==> src/rtl/ulpi_receiver.sv <==
// ULPI receive path: decodes PHY-driven bus cycles into a framed byte stream plus RX CMD status.
// Define ULPI_RX_TIMESTAMP_EN to add a free-running 16-bit counter and the rx_ts sop timestamp.
module ulpi_receiver #(
    parameter int unsigned MAX_PKT_LEN = 1027,
    parameter int unsigned LEN_W       = 11
) (
    input  logic             clk_ULPI,
    input  logic             rst,
    input  logic             DIR,
    input  logic             NXT,
    input  logic [7:0]       DATA_I,
    output logic             busy,
    output logic [7:0]       DATA_O,
    output logic             STP,
    output logic [7:0]       rx_data,
    output logic             rx_valid,
    output logic             rx_sop,
    output logic             rx_eop,
    output logic             rx_err,
    output logic [LEN_W-1:0] pkt_len,
    output logic [1:0]       line_state,
    output logic [1:0]       vbus_state,
    output logic             host_disc,
`ifdef ULPI_RX_TIMESTAMP_EN
    output logic [15:0]      rx_ts,
`endif
    output logic             rx_cmd_valid
);

    typedef enum logic [2:0] {StSync, StIdle, StTurn, StCmd, StPkt} state_e;

    state_e           state_q, state_d;
    logic [LEN_W-1:0] count_q, count_d, pkt_len_q, pkt_len_d;
    logic             ovf_q, ovf_d, err_q, err_d, sop_pend_q, sop_pend_d;
    logic [7:0]       rx_data_q, rx_data_d;
    logic             rx_valid_q, rx_valid_d, rx_sop_q, rx_sop_d;
    logic             rx_eop_q, rx_eop_d, rx_err_q, rx_err_d;
    logic [1:0]       line_q, line_d, vbus_q, vbus_d;
    logic             host_q, host_d, cmd_valid_q, cmd_valid_d;
    logic             arm, take_byte, take_cmd, end_pkt, err_set;
    logic [1:0]       rx_event;

    assign rx_event = DATA_I[5:4];

    always_comb begin
        state_d     = state_q;
        count_d     = count_q;
        ovf_d       = ovf_q;
        err_d       = err_q;
        sop_pend_d  = sop_pend_q;
        pkt_len_d   = pkt_len_q;
        rx_data_d   = rx_data_q;
        line_d      = line_q;
        vbus_d      = vbus_q;
        host_d      = host_q;
        rx_valid_d  = 1'b0;
        rx_sop_d    = 1'b0;
        rx_eop_d    = 1'b0;
        rx_err_d    = 1'b0;
        cmd_valid_d = 1'b0;
        arm         = 1'b0;
        take_byte   = 1'b0;
        take_cmd    = 1'b0;
        end_pkt     = 1'b0;
        err_set     = 1'b0;

        unique case (state_q)
            StSync: if (!DIR) state_d = StIdle;
            StIdle: if (DIR) state_d = StTurn;
            StTurn: begin
                if (!DIR) begin
                    state_d = StIdle;
                end else if (NXT) begin
                    arm     = 1'b1;
                    state_d = StPkt;
                end else begin
                    state_d = StCmd;
                end
            end
            StCmd: begin
                if (!DIR) begin
                    state_d = StIdle;
                end else if (NXT) begin
                    arm       = 1'b1;
                    take_byte = 1'b1;
                    state_d   = StPkt;
                end else begin
                    take_cmd = 1'b1;
                    // RxEvent 01/11 both carry RxActive=1
                    if (rx_event[0]) begin
                        arm     = 1'b1;
                        state_d = StPkt;
                    end
                end
            end
            StPkt: begin
                if (!DIR) begin
                    end_pkt = 1'b1;
                    state_d = StIdle;
                end else if (NXT) begin
                    take_byte = 1'b1;
                end else begin
                    take_cmd = 1'b1;
                    err_set  = (rx_event == 2'b11);
                    if (!rx_event[0]) begin
                        end_pkt = 1'b1;
                        state_d = StCmd;
                    end
                end
            end
            default: state_d = StSync;
        endcase

        // A new packet frame starts clean even if it never carries a byte.
        if (arm) begin
            count_d    = '0;
            ovf_d      = 1'b0;
            err_d      = 1'b0;
            sop_pend_d = 1'b1;
        end
        if (take_byte) begin
            if (count_d < LEN_W'(MAX_PKT_LEN)) begin
                rx_valid_d = 1'b1;
                rx_data_d  = DATA_I;
                rx_sop_d   = sop_pend_d;
                sop_pend_d = 1'b0;
                count_d    = count_d + LEN_W'(1);
            end else begin
                ovf_d = 1'b1;
            end
        end
        if (take_cmd) begin
            line_d      = DATA_I[1:0];
            vbus_d      = DATA_I[3:2];
            host_d      = (rx_event == 2'b10);
            cmd_valid_d = 1'b1;
        end
        if (err_set) err_d = 1'b1;
        if (end_pkt) begin
            rx_eop_d   = 1'b1;
            rx_err_d   = err_q | ovf_q;
            pkt_len_d  = count_q;
            sop_pend_d = 1'b0;
        end
    end

    always_ff @(posedge clk_ULPI or negedge rst) begin
        if (!rst) begin
            state_q     <= StSync;
            count_q     <= '0;
            ovf_q       <= 1'b0;
            err_q       <= 1'b0;
            sop_pend_q  <= 1'b0;
            pkt_len_q   <= '0;
            rx_data_q   <= '0;
            rx_valid_q  <= 1'b0;
            rx_sop_q    <= 1'b0;
            rx_eop_q    <= 1'b0;
            rx_err_q    <= 1'b0;
            line_q      <= '0;
            vbus_q      <= '0;
            host_q      <= 1'b0;
            cmd_valid_q <= 1'b0;
        end else begin
            state_q     <= state_d;
            count_q     <= count_d;
            ovf_q       <= ovf_d;
            err_q       <= err_d;
            sop_pend_q  <= sop_pend_d;
            pkt_len_q   <= pkt_len_d;
            rx_data_q   <= rx_data_d;
            rx_valid_q  <= rx_valid_d;
            rx_sop_q    <= rx_sop_d;
            rx_eop_q    <= rx_eop_d;
            rx_err_q    <= rx_err_d;
            line_q      <= line_d;
            vbus_q      <= vbus_d;
            host_q      <= host_d;
            cmd_valid_q <= cmd_valid_d;
        end
    end

`ifdef ULPI_RX_TIMESTAMP_EN
    logic [15:0] ts_q, ts_d, rx_ts_q, rx_ts_d;

    always_comb begin
        ts_d    = ts_q + 16'd1;
        rx_ts_d = rx_sop_d ? ts_q : rx_ts_q;
    end

    always_ff @(posedge clk_ULPI or negedge rst) begin
        if (!rst) begin
            ts_q    <= '0;
            rx_ts_q <= '0;
        end else begin
            ts_q    <= ts_d;
            rx_ts_q <= rx_ts_d;
        end
    end

    assign rx_ts = rx_ts_q;
`endif

    assign busy         = (state_q != StSync) && (state_q != StIdle);
    assign DATA_O       = 8'h00;
    assign STP          = 1'b0;
    assign rx_data      = rx_data_q;
    assign rx_valid     = rx_valid_q;
    assign rx_sop       = rx_sop_q;
    assign rx_eop       = rx_eop_q;
    assign rx_err       = rx_err_q;
    assign pkt_len      = pkt_len_q;
    assign line_state   = line_q;
    assign vbus_state   = vbus_q;
    assign host_disc    = host_q;
    assign rx_cmd_valid = cmd_valid_q;

endmodule

==> config.mk <==
export PLATFORM = sky130hd
export DESIGN_NAME = ulpi_receiver
export DESIGN_NICKNAME = d
export VERILOG_FILES = /design/src/rtl/ulpi_receiver.sv
export SDC_FILE = /design/constraint.sdc
export NUM_CORES = 1
export LEC_CHECK = 0
export ABC_AREA = 1
export CORE_ASPECT_RATIO = 0.75
export CORE_MARGIN = 2
export CORE_UTILIZATION = 54
export DETAILED_ROUTE_END_ITERATION = 8
export PLACE_DENSITY = 0.9
export SLEW_MARGIN = 10
export SYNTH_ARGS = -nofsm -noshare
export SYNTH_HDL_FRONTEND = slang
export SYNTH_SLANG_ARGS = --single-unit
==> constraint.sdc <==
create_clock -name clk_ULPI -period 3.6 [get_ports clk_ULPI]
set_input_delay 1.08 -clock clk_ULPI [delete_from_list [all_inputs] [get_ports clk_ULPI]]
set_output_delay 1.08 -clock clk_ULPI [all_outputs]
set_load 0.02 [all_outputs]
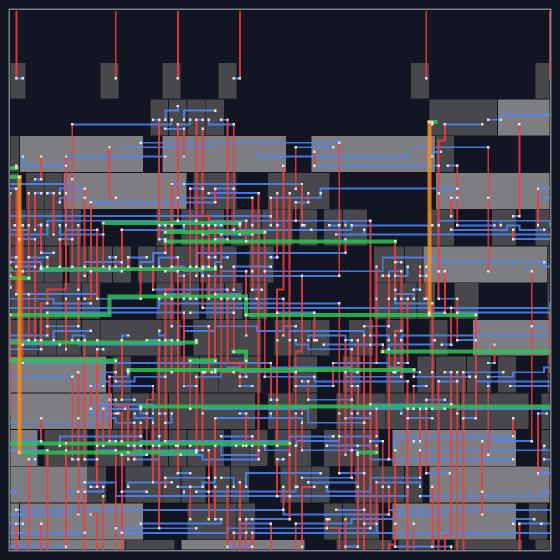
*A small window of the routed layout, run 1*
Window x 20 to 60, y 21 to 61 um. Cells in gray, sequential cells in the stronger gray; small squares are vias.
Key: M2 = red; M3 = green; M1 = blue; M4 = orange
Sequential cells in the window: 14. 131 logic cells have their middle in the window. Netlist names of flops here include `count_q` (10), `pkt_len` (2). Most frequent: nand2_1 (41), inv_1 (16), dfrtp_1 (14).

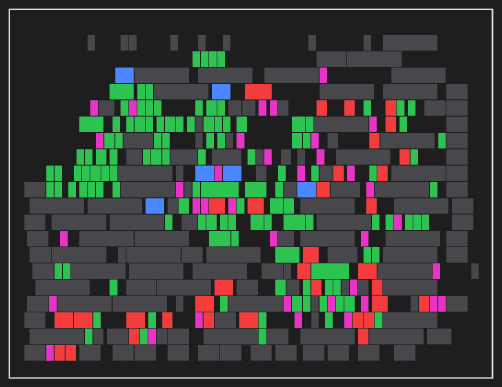
*Selected gate families, run 1*
(6 px per um)
Key: xor and xnor cells = blue [cells 6, where center]; inv cells = magenta [cells 36]; aoi and oai cells = red [cells 34]; nand cells = green [cells 119]
Top cell excl fill/tap: nand2_1
Comb/total area: 34.4%
Non-Filler Instances: 384

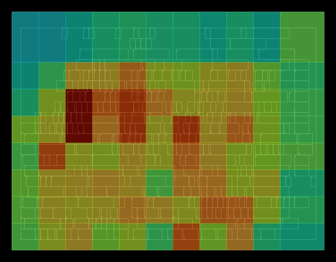
*Track usage over the die, run 1*
post-layout util: 69.3%
met2 usage: 38.0%
drt wl/cell: 13.8 um
met1 GRT Util: 34.7%

==> reports/summary.txt, run 1 <==
FF-to-FF setup slack -> 1380 ps
Fmax -> 330 MHz
Crit-path max FO -> 10
Logic area -> 983 sq um
Initial DRT Pass Iterations -> 4
Final Max-Slew Violation Tally -> 0
Main flop type -> dfrtp_1
Vias in the first global route -> 1847
Clock buffers -> 6
DRT iter0 DRCs -> 140
Row cnt -> 20
Max-area cell share -> 48.8%
Register share after synthesis -> 48.8%
Crit. Startpoint -> DATA_I[4]
Final instance area -> 2860 sq um
Post-DRT Antenna Nets -> 0
Crit. End Element -> register
Place WS -> 290 ps
Remaining design rule violation count -> 0
Syn. warnings -> 0
Worst setup path endpoint -> count_q[8]$_DFF_PN0_
# setup viols final -> 0
Yosys Instances -> 285
CTS tree -> done
Seq Cell Count -> 46
CP cell instances -> clkdlybuf4s50_1 > nor2_1 > nor2_2 > nand2_4 > nand2_1 > nor2_1 > ha_1 > nand2_1 > nor2_1 > nand2_1 > nor2_1 > nand2_1 > nand2_1 > nand2_1 > nand2_1 > nand2_1 > nand2_1
RR Endpoint -> count_q[8]$_DFF_PN0_
CTS Root Buffer Type -> clkbuf_8
GRT busiest layer -> met2
Status -> finished, final reports clean
GRT Total Usage -> 24.4%
H-Tree Depth -> 2
Min Hold Slack -> 479 ps
Filler instances -> 319
Slew headroom -> 35.0%
M1 WL -> 2400 um
Fraction of final layout cells sized beyond drive strength 1 -> 11.6%
Area Overhead vs Synth -> 21.4%
run 1: how the worst min path moves through the flow:
stage | start | to | slack, ps
final | pkt_len[3]$_DFFE_PN0P_ | pkt_len[3]$_DFFE_PN0P_ | 480
after global routing | pkt_len[7]$_DFFE_PN0P_ | pkt_len[7]$_DFFE_PN0P_ | 510
after CTS | pkt_len[3]$_DFFE_PN0P_ | pkt_len[3]$_DFFE_PN0P_ | 480
after detailed placement | pkt_len[3]$_DFFE_PN0P_ | pkt_len[3]$_DFFE_PN0P_ | 460
after global placement | pkt_len[1]$_DFFE_PN0P_ | pkt_len[1]$_DFFE_PN0P_ | 460
after floorplan | sop_pend_q$_DFF_PN0_ | rx_sop$_DFF_PN0_ | 470
run 1: critical path: cells and delay by family:
| family | cells | cell delay, ps |
|---|---|---|
| AND/OR/NAND/NOR | 15 | 1500 |
| buffers and inverters | 1 | 470 |
| adder cells (fa/ha/maj) | 1 | 210 |
run 1: power by group through the flow:
stage | registers, mW | clock network, mW | logic, mW
after CTS | 0.802 | 0.326 | 1.00
after detailed placement | 0.810 | 0 | 0.996
after floorplan | 0.932 | 0 | 0.490
after global placement | 0.803 | 0 | 0.965
final | 0.803 | 0.323 | 1.00
after global routing | 0.823 | 0.355 | 1.10
run 1: registers in the layout (all words and copies together), names as in the netlist, 2 cells and up:
name and count:
state_q 3, pkt_len 11, rx_data 8, line_state 2, count_q 11, vbus_state 2
run 1: logic make-up (layout without fill, tap and decap cells):
| family | after synthesis | count (layout) | synth area share [%] |
|---|---|---|---|
| compound gates | 34 | 34 | 9.18 |
| xor+xnor | 6 | 6 | 2.23 |
| fa+ha+maj | 1 | 1 | 0.531 |
| buf+inv | 52 | 88 | 10.7 |
| flops | 46 | 46 | 48.8 |
| other cells | 1 | 9 | 0.159 |
| simple gates | 145 | 145 | 28.3 |
### The metal 2 layer, run 1

(3 px per um)
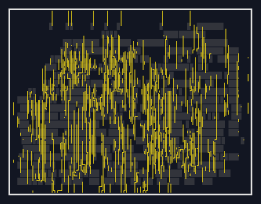

==> run 2, diff against run 1 <==
- CORE_UTILIZATION: 54 -> 50
- PLACE_DENSITY: 0.9 -> 0.85
- clock period: 3.6 -> 2.8 ns (I/O delays scaled with it)
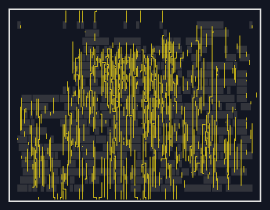
*The metal 2 layer, run 2*
(3 px per um)
The longest straight run is 26.5 um. The wires run mostly vertical. 284 nets have wire on it. The layer holds 46% of the routed length. The layer carries 2510 um of wire.
final wirelength: 5420 um
via count: 1995
met2 usage: 33.7%

==> run 2 against run 1 <==
Effect of this change:
- wire length rose by 2.7%
- synthesized cell count did not move
- clock skew barely moved
- synthesized area did not move
- combinational power rose by 36%
- power rose by 32%
- sequential share of layout area fell by 1.7 points
- critical path type is now register to primary output
==> reports/summary.txt, run 2 <==
Yosys Instances -> 285
GRT Total Usage -> 21.5%
Buf+Inv Stages, Crit Path -> 3
PortBufs -> 41
RSZ-0062 raised after global routing -> false
WHS Endpoint -> pkt_len[2]$_DFFE_PN0P_
Worst setup path endpoint -> busy
Drt via density -> 4.99
Area Overhead vs Synth -> 26.9%
Max-area cell share -> 48.8%
Drt wl/cell -> 13.6 um
CP cell instances -> nor3_2 > inv_1 > o21ai_0 > inv_1 > clkdlybuf4s50_1
CTS Root Buffer Type -> clkbuf_8
Initial antenna violation count -> 0
Worst Min Path Start -> pkt_len[2]$_DFFE_PN0P_
Fmax -> 373 MHz
Register share after synthesis -> 48.8%
Post-DRT Antenna Nets -> 0
Status -> finished, final reports clean
Crit. End Element -> primary output
FF-to-FF setup slack -> 600 ps
Fraction of final layout cells sized beyond drive strength 1 -> 16.0%
P per Cell Area -> 942 nW/um^2
Main flop type -> dfrtp_1
Top cell excl fill/tap -> nand2_1
CTS tree -> done
CP top delay family -> buffers and inverters
Syn. warnings -> 0
H-Tree Depth -> 2
Remaining design rule violation count -> 0
Crit. Startpoint -> state_q[2]$_DFFE_PN0P_
WP depth -> 5
Worst r2r path cells -> 6
Final Max-Slew Violation Tally -> 0
Crit-path max FO -> 8
Core area -> 4490 sq um
Initial DRT Pass Iterations -> 4
Vias in the first global route -> 1865
Worst slew pin tran -> 598 ps
Slew headroom -> 60.0%
RR Endpoint -> pkt_len[0]$_DFFE_PN0P_
Row cnt -> 21
DRT iter0 DRCs -> 234
Die span in y -> 63.5 um
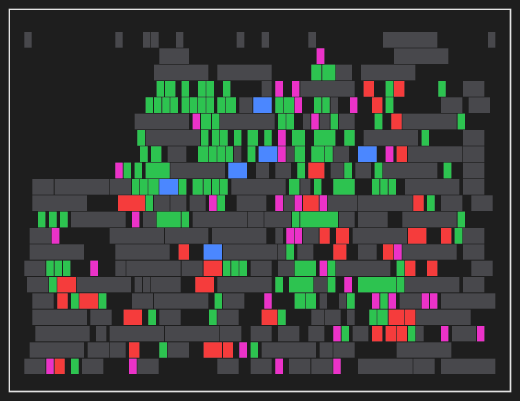
*Selected gate families, run 2*
(6 px per um)
Key: nand cells = green [cells 119]; inv cells = magenta [cells 36]; xor and xnor cells = blue [cells 6, where center]; aoi and oai cells = red [cells 34]
Comb/total area: 33.2%
Non-Filler Instances: 400

## run 2: cell counts after synthesis
No cell type changed its count.
## run 2: report_power, final
part	switching [mW]	internal, mW
clock	0.242	0.180
combinational	0.776	0.589
sequential	0.141	0.889
## run 2: cell type report
type / count / area (sq um)
Clock buffer: 5 / 68.8
Clock inverter: 3 / 25.0
Fill cell: 367 / 1500
Inverter: 36 / 135
Multi-Input combinational cell: 195 / 993
Sequential cell: 46 / 1150
Tap cell: 57 / 71.3
Timing Repair Buffer: 58 / 546
## run 2: metrics by stage
stage | area, sq um | TNS, ps | power [mW] | hold WS, ps | setup WS [ps]
after detailed placement | 2890 | -504 | 2.40 | 466 | -131
final | 2990 | 0 | 2.82 | 489 | 117
after global placement | 2890 | 0 | 2.34 | 455 | 4.98
after CTS | 2980 | 0 | 2.83 | 488 | 40.0
after global routing | 2990 | 0 | 2.99 | 512 | 1.39
after floorplan | 2390 | 0 | 1.83 | 467 | 266
## run 2: repair_timing
item                       CTS  global route
resized                      0             3
buffers inserted             0             0
setup endpoints to repair    0             2
## run 2: kinds of logic after synthesis
| group | after synthesis | synth area share (%) |
|---|---|---|
| and+or+nand+nor | 145 | 28.3 |
| buffers and inverters | 52 | 10.7 |
| DFF | 46 | 48.8 |
| AOI/OAI and AO/OA | 34 | 9.18 |
| xor gates and xnor gates | 6 | 2.23 |
| adders and majority gates | 1 | 0.531 |
| other | 1 | 0.159 |
## run 2: tightest hold or removal path: stages, from the launching register on
cell	delay, ps
dfrtp_1	350
nand2_1	50
o21ai_0	60
## run 2: metal layers
metal	GRT usage (%)	share of wire, %	up-vias
li1	-	-	991
met2	33.7	46	73
met3	4.19	7.5	9
met5	0	0	-
met4	7.17	1.6	0
met1	30.2	45	922
No activity file was given, so power comes from the tool's default toggle rates.
